<file path="src/rtl/mem_arb_pkg.sv">
// Shared types and constants for the memory bus arbiter.
package mem_arb_pkg;

    typedef enum logic [2:0] {
        ST_IDLE  = 3'd0,
        ST_WRITE = 3'd1,
        ST_DREAD = 3'd2,
        ST_IREAD = 3'd3,
        ST_RESP  = 3'd4
    } arb_state_e;

    // Instruction returned when an instruction refill is abandoned (addi x0,x0,0)
    localparam logic [31:0] RV_NOP = 32'h0000_0013;

    // Bus opcode on o_mem_we
    localparam logic BUS_OP_RD = 1'b0;
    localparam logic BUS_OP_WR = 1'b1;

    // One buffered store
    typedef struct packed {
        logic [31:0] addr;
        logic [31:0] data;
    } wb_entry_t;

endpackage

</file>
<file path="src/rtl/mem_arb_wbuf.sv">
// Store FIFO holding write-through stores until the bus accepts them.
// DEPTH must be a power of two, minimum 2.
module mem_arb_wbuf
    import mem_arb_pkg::*;
#(
    parameter int DEPTH = 4
) (
    input  logic                       clk,
    input  logic                       rst,
    input  logic                       push_i,
    input  wb_entry_t                  push_entry_i,
    input  logic                       pop_i,
    output wb_entry_t                  head_o,
    output logic                       full_o,
    output logic                       empty_o,
    output logic [$clog2(DEPTH):0]     count_o
);

    localparam int PW = $clog2(DEPTH);

    wb_entry_t         mem_q [DEPTH];
    logic [PW-1:0]     wr_ptr_q, rd_ptr_q;
    logic [PW:0]       count_q, count_d;

    // Storage needs no reset; only the pointers define what is valid
    always_ff @(posedge clk) begin
        if (push_i) mem_q[wr_ptr_q] <= push_entry_i;
    end

    // Occupancy: simultaneous push and pop leaves it unchanged
    always_comb begin
        count_d = count_q;
        case ({push_i, pop_i})
            2'b10:   count_d = count_q + 1'b1;
            2'b01:   count_d = count_q - 1'b1;
            default: count_d = count_q;
        endcase
    end

    // Pointer and count state
    always_ff @(posedge clk or negedge rst) begin
        if (!rst) begin
            wr_ptr_q <= '0;
            rd_ptr_q <= '0;
            count_q  <= '0;
        end else begin
            if (push_i) wr_ptr_q <= wr_ptr_q + 1'b1;
            if (pop_i)  rd_ptr_q <= rd_ptr_q + 1'b1;
            count_q <= count_d;
        end
    end

    assign head_o  = mem_q[rd_ptr_q];
    assign full_o  = (count_q == (PW+1)'(DEPTH));
    assign empty_o = (count_q == '0);
    assign count_o = count_q;

endmodule

</file>
<file path="src/rtl/mem_bus_arbiter.sv">
// Merges icache refills, dcache refills and buffered stores onto one
// valid/ack memory bus. Stores drain before any read (store->load order).
// Optional feature: MEM_ARB_TIMEOUT_EN adds an ack watchdog that aborts a
// stuck transfer and raises the sticky o_bus_err flag.
module mem_bus_arbiter
    import mem_arb_pkg::*;
#(
    parameter int WB_DEPTH       = 4,
    parameter int TIMEOUT_CYCLES = 255
) (
    input  logic        clk,
    input  logic        rst,
    input  logic        i_iread_en,
    input  logic [31:0] i_iaddr,
    output logic        o_iread_vd,
    output logic [31:0] o_inst,
    input  logic        i_read_en,
    input  logic        i_write_en,
    input  logic [31:0] i_memaddr,
    input  logic [31:0] i_write_data,
    output logic        o_read_vd,
    output logic [31:0] o_read_data,
    output logic        o_exstall,
    output logic        o_mem_req,
    output logic        o_mem_we,
    output logic [31:0] o_mem_addr,
    output logic [31:0] o_mem_wdata,
    input  logic        i_mem_ack,
    input  logic [31:0] i_mem_rdata,
    output logic        o_bus_err
);

    arb_state_e  state_q, state_d;
    logic        req_q, req_d;
    logic        we_q, we_d;
    logic [31:0] addr_q, addr_d;
    logic [31:0] wdata_q, wdata_d;
    logic [31:0] rdata_q, rdata_d;
    logic [31:0] inst_q, inst_d;
    logic        rvd_q, rvd_d;
    logic        ivd_q, ivd_d;

    logic        wb_push, wb_pop, wb_full, wb_empty;
    wb_entry_t   wb_head, wb_in;
    logic [$clog2(WB_DEPTH):0] wb_count_unused;

    logic        xfer_done;
    logic        tmo_abort;

    assign wb_in   = '{addr: i_memaddr, data: i_write_data};
    assign wb_push = i_write_en && !wb_full;

    mem_arb_wbuf #(.DEPTH(WB_DEPTH)) u_wbuf (
        .clk          (clk),
        .rst          (rst),
        .push_i       (wb_push),
        .push_entry_i (wb_in),
        .pop_i        (wb_pop),
        .head_o       (wb_head),
        .full_o       (wb_full),
        .empty_o      (wb_empty),
        .count_o      (wb_count_unused)
    );

    assign xfer_done = req_q && i_mem_ack;

`ifdef MEM_ARB_TIMEOUT_EN
    localparam int TW = ($clog2(TIMEOUT_CYCLES + 1) > 8) ? $clog2(TIMEOUT_CYCLES + 1) : 8;

    logic [TW-1:0] tmo_q;
    logic          err_q;

    // Abort on the last allowed request cycle so the result appears exactly
    // TIMEOUT_CYCLES cycles after o_mem_req rose
    assign tmo_abort = req_q && !i_mem_ack && (tmo_q == TW'(TIMEOUT_CYCLES - 1));

    // Watchdog counts request-high cycles; error flag is sticky
    always_ff @(posedge clk or negedge rst) begin
        if (!rst) begin
            tmo_q <= '0;
            err_q <= 1'b0;
        end else begin
            tmo_q <= (req_q && !xfer_done && !tmo_abort) ? tmo_q + 1'b1 : '0;
            if (tmo_abort) err_q <= 1'b1;
        end
    end

    assign o_bus_err = err_q;
`else
    logic unused_tmo;
    assign unused_tmo = ^TIMEOUT_CYCLES;
    assign tmo_abort  = 1'b0;
    assign o_bus_err  = 1'b0;
`endif

    // Arbitration and transfer sequencing; bus outputs are registered
    always_comb begin
        state_d = state_q;
        req_d   = req_q;
        we_d    = we_q;
        addr_d  = addr_q;
        wdata_d = wdata_q;
        rdata_d = rdata_q;
        inst_d  = inst_q;
        rvd_d   = 1'b0;
        ivd_d   = 1'b0;
        wb_pop  = 1'b0;
        case (state_q)
            ST_IDLE: begin
                if (!wb_empty) begin
                    wb_pop  = 1'b1;
                    state_d = ST_WRITE;
                    req_d   = 1'b1;
                    we_d    = BUS_OP_WR;
                    addr_d  = wb_head.addr;
                    wdata_d = wb_head.data;
                end else if (i_read_en) begin
                    state_d = ST_DREAD;
                    req_d   = 1'b1;
                    we_d    = BUS_OP_RD;
                    addr_d  = i_memaddr;
                end else if (i_iread_en) begin
                    state_d = ST_IREAD;
                    req_d   = 1'b1;
                    we_d    = BUS_OP_RD;
                    addr_d  = i_iaddr;
                end
            end
            ST_WRITE: begin
                // An aborted store is simply dropped
                if (xfer_done || tmo_abort) begin
                    req_d   = 1'b0;
                    state_d = ST_IDLE;
                end
            end
            ST_DREAD: begin
                if (xfer_done || tmo_abort) begin
                    req_d   = 1'b0;
                    rdata_d = xfer_done ? i_mem_rdata : 32'h0;
                    rvd_d   = 1'b1;
                    state_d = ST_RESP;
                end
            end
            ST_IREAD: begin
                if (xfer_done || tmo_abort) begin
                    req_d   = 1'b0;
                    inst_d  = xfer_done ? i_mem_rdata : RV_NOP;
                    ivd_d   = 1'b1;
                    state_d = ST_RESP;
                end
            end
            // One dead cycle lets the cache drop its level request
            ST_RESP: state_d = ST_IDLE;
            default: begin
                req_d   = 1'b0;
                state_d = ST_IDLE;
            end
        endcase
    end

    // State and output registers
    always_ff @(posedge clk or negedge rst) begin
        if (!rst) begin
            state_q <= ST_IDLE;
            req_q   <= 1'b0;
            we_q    <= 1'b0;
            addr_q  <= '0;
            wdata_q <= '0;
            rdata_q <= '0;
            inst_q  <= '0;
            rvd_q   <= 1'b0;
            ivd_q   <= 1'b0;
        end else begin
            state_q <= state_d;
            req_q   <= req_d;
            we_q    <= we_d;
            addr_q  <= addr_d;
            wdata_q <= wdata_d;
            rdata_q <= rdata_d;
            inst_q  <= inst_d;
            rvd_q   <= rvd_d;
            ivd_q   <= ivd_d;
        end
    end

    assign o_mem_req   = req_q;
    assign o_mem_we    = we_q;
    assign o_mem_addr  = addr_q;
    assign o_mem_wdata = wdata_q;
    assign o_read_data = rdata_q;
    assign o_inst      = inst_q;
    assign o_read_vd   = rvd_q;
    assign o_iread_vd  = ivd_q;
    assign o_exstall   = wb_full;

endmodule

</file>
<file path="config.mk">
export PLATFORM = sky130hd
export DESIGN_NAME = mem_bus_arbiter
export DESIGN_NICKNAME = d
export VERILOG_FILES = /design/src/rtl/mem_arb_pkg.sv /design/src/rtl/mem_arb_wbuf.sv /design/src/rtl/mem_bus_arbiter.sv
export SDC_FILE = /design/constraint.sdc
export NUM_CORES = 1
export LEC_CHECK = 0
export CORE_MARGIN = 3
export CORE_UTILIZATION = 50
export CTS_CLUSTER_SIZE = 20
export DETAILED_ROUTE_END_ITERATION = 10
export GPL_ROUTABILITY_DRIVEN = 0
export GPL_TIMING_DRIVEN = 0
export PLACE_DENSITY = 0.85
export SLEW_MARGIN = 10
export SYNTH_ARGS = -nofsm -noshare
export SYNTH_HDL_FRONTEND = slang
export SYNTH_SLANG_ARGS = --single-unit
</file>
<file path="constraint.sdc">
create_clock -name clk -period 4.3 [get_ports clk]
set_input_delay 0.645 -clock clk [delete_from_list [all_inputs] [get_ports clk]]
set_output_delay 0.645 -clock clk [all_outputs]
set_load 0.1 [all_outputs]
</file>
run_1/m3.png
Cells faint in the background.
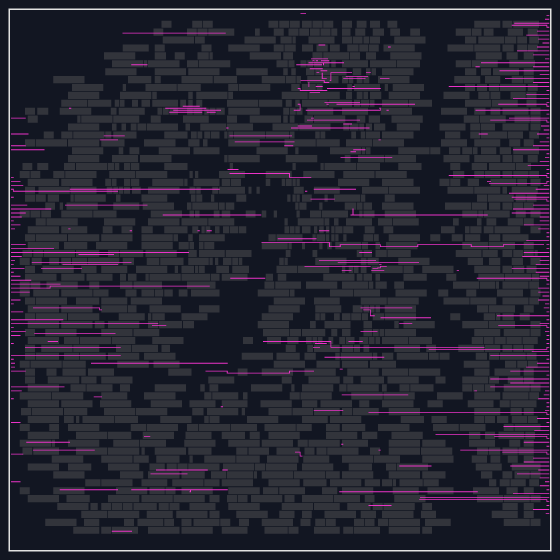
The longest straight run is 61.2 µm. 236 nets have wire on it. The wires run mostly horizontal.
vias: 9299
Total Routed Length: 38770 µm
met3 Track Usage GR: 0.05296

run_1/sizing.png
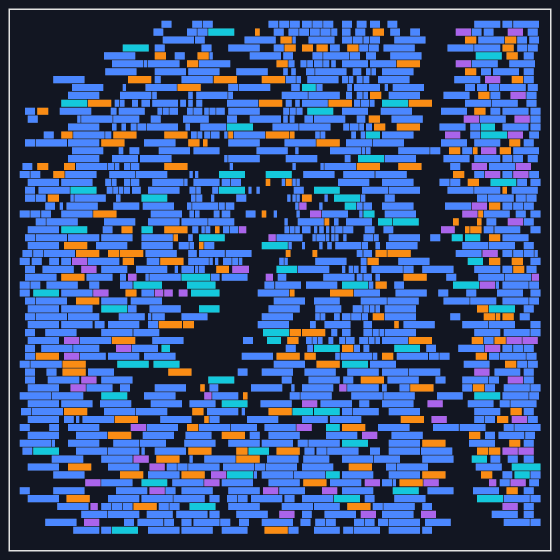
Key: purple = x3 and x4 [cells 73, share 6.0%, most used mux2_4]; cyan = x6 and larger [cells 71, share 5.8%, most used clkbuf_16]; orange = x2 [cells 163, share 13%, most used mux2_2]; blue = x1 and smaller [cells 913, share 75%, most used clkdlybuf4s50_1]
final std cell area, no fill: 20850 µm²
Synth-to-Final Area Change: 28.99%
final setup margin: 1.101 ns
Non-clk bufs: 336

==> results.ini, run 1 <==
[synth]
top_cells_by_count=edfxtp_1, dfrtp_1, mux2_2, nand3_1, mux4_2
ff_type=edfxtp_1
yosysChipArea_um2=16160
post-synth-top-count-cell=edfxtp_1
syn-instance-count=872
yosysWarnings=0
syn-cell-area_um2=16160
yosysUniqueCellTypes=42
postSynthSeqShare=0.6956
synth_top_area_share=0.4757
ys_ff=398
synth_area_per_cell_um2=18.53
mux_area_frac=0.1929

[final_timing]
setup_viol_count_final=0
finalCritPeriodShare=0.7440
final-max-slew-violation-count=0
tightestPinTransition_ns=1.147
hold_viol_final=0
fin_tns_setup_ns=0
slew_headroom=0.2332

[floorplan]
die_area_um2=34510
ios=268

[power_and_ir_drop]
powerDensity_nw_per_um2=452.1
combPwrFrac=0.119
power.switching_mw=2.275
top_power_group=registers
power.leakage_nw=7.541
powerSeq_mw=4.78
p_clk_mw=3.53

[route]
wl_met2_um=19240
ant_nets=0
highest_layer=met5
wl_per_cell_um=23.90
drt_iter0_markers=629
dr.pass1.iters=5
via_per_inst=5.733

[grt]
grt_max_degree=103
grt-ovfl-total=0
grt_pass1_vias=9929
met2_usage=0.3861
antenna_found_initial=3

[cts]
cts_tree=built
worstSkewPairLatency_ns=0.53
root_buffer=clkbuf_16
cts.htree.levels=2
cts_sinks=398
cts_buffer_depth=3
ctsResizeCount=0

[finish]
ff_latch_area_um2=11240
sh_seq_area=0.5393
largest_register_ffs=256
lay_top_cells=clkdlybuf4s50_1, edfxtp_1, dfrtp_1
flops=398
largest_cell_class=registers
largest_register=u_wbuf.mem_q
final-nonclk-buf-share=0.1534
nMultiInputCombCells=399
n_antenna_cell=0
drive_gt1_frac=0.2516

[worst_setup_path]
path_max_fanout=5
worst_setup_path_end_kind=output pin
reg2reg_depth=10
endpoint=o_exstall
max_stage_delay_ns=1.21
required_ns=3.65
cp.arrival_ns=2.55
critPathSlowestCell=clkdlybuf4s50_1
critPathTopFamily=buffers and inverters
reg2reg_setup_slack_ns=1.82
cp_num_cells=2
startpoint=u_wbuf.count_o[0]
worstSetupPathType=flip-flop to output pin

[placed_design]
placed_area_um2=19470
hpwl_um=25420
io_buffer_count=265
place_ws_ns=1.474
dp_cells=1544

[run]
warnings=31
drv_cap=0

[worst_hold_path]
hp-class=input pin to async pin

[run_status]
outcome=finished clean

run_1/gates.png
Bar = 50 µm.
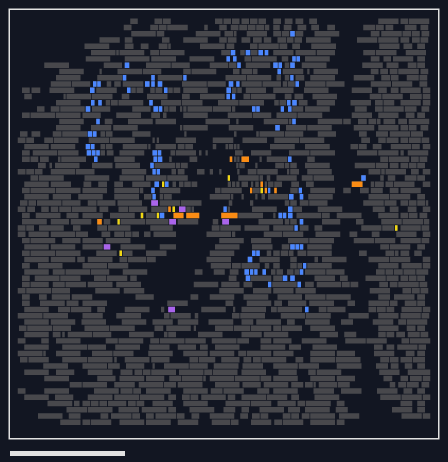
Key: yellow = inv cells [cells 9]; purple = xor and xnor cells [cells 6]; blue = nand cells [cells 99]; orange = nor cells [cells 12, where middle]
logic share of the area: 0.2158
dominant logic cell type in the layout: clkdlybuf4s50_1
Post-Layout Cell Count: 1622

==> run 1 -> run 2 <==
==> constraint.sdc (replaced) <==
create_clock -name clk -period 3.2 [get_ports clk]
set_input_delay 0.48 -clock clk [delete_from_list [all_inputs] [get_ports clk]]
set_output_delay 0.48 -clock clk [all_outputs]
set_load 0.1 [all_outputs]
run_2/clock_wires.png
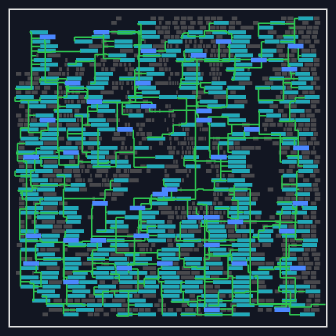
Key: blue = clock-net drivers [count 43]; green = clock wires [length 4520 µm]; cyan = flip-flops [count 398]
Position of the flops: widely spread.

==> run 2 against run 1 <==
  * Count of clock-buffer cells in the layout is 5 lower
  * Flip-flop count stayed put
  * Non-clock buffer count is 1 higher
  * Total power is 37% higher
  * Via count is 0.61% lower
  * Wire length is 2.8% lower
  * Setup slack worse by 0.84 ns
  * Largest cell class unchanged
  * Cell area is 0.36% higher
==> results.ini, run 2 <==
[run_status]
outcome=finished clean

[cts]
root_buffer=clkbuf_16
cts.htree.levels=2
cts_sinks=398
worstSkewPairLatency_ns=0.53
cts_buffer_depth=3
ctsResizeCount=0
cts_tree=built

[floorplan]
ios=268
die_area_um2=34510

[final_timing]
final-max-slew-violation-count=0
fin_tns_setup_ns=0
finalCritPeriodShare=0.9187
tightestPinTransition_ns=1.075
layout_setup_ws_ns=0.2603
slew_headroom=0.2811
hold_viol_final=0

[grt]
grt-ovfl-total=0
antenna_found_initial=5
use_met3=0.05550
grt_max_degree=100

[power_and_ir_drop]
p_clk_mw=5.02
power.switching_mw=3.057
top_power_group=registers

[worst_setup_path]
cp_num_cells=2
worstSetupPathType=flip-flop to output pin
max_stage_delay_ns=1.18
critPathTopFamily=buffers and inverters
startpoint=u_wbuf.count_o[0]
critPathSlowestCell=clkdlybuf4s50_1
worst_setup_path_end_kind=output pin
endpoint=o_exstall
reg2reg_setup_slack_ns=0.71
required_ns=2.72
reg2reg_depth=10
path_max_fanout=5

[placed_design]
hpwl_um=24990
io_buffer_count=265
place_ws_ns=0.4973
dp_cells=1544
placed_area_um2=19460

[worst_hold_path]
hp-class=input pin to async pin

[route]
num_vias=9242
drt_iter0_markers=428
ant_nets=0
dr.pass1.iters=5
wl_per_cell_um=23.17

[finish]
layout.cells.non_filler=1626
largest_register=u_wbuf.mem_q
n_antenna_cell=1
nMultiInputCombCells=399
buffers=337
ff_latch_area_um2=11240
lay_top_count=clkdlybuf4s50_1
largest_cell_class=registers
final-nonclk-buf-share=0.1523
flops=398
sh_comb_area=0.2153

[synth]
top_cells_by_count=edfxtp_1, dfrtp_1, mux2_2, nand3_1, mux4_2
postSynthSeqShare=0.6956
yosysChipArea_um2=16160
syn-instance-count=872
ys_ff=398
synth_area_per_cell_um2=18.53
mux_area_frac=0.1929
yosysUniqueCellTypes=42
ff_type=edfxtp_1
post-synth-top-count-cell=edfxtp_1
synth_top_area_share=0.4757

Power and IR drop assume default switching activity.
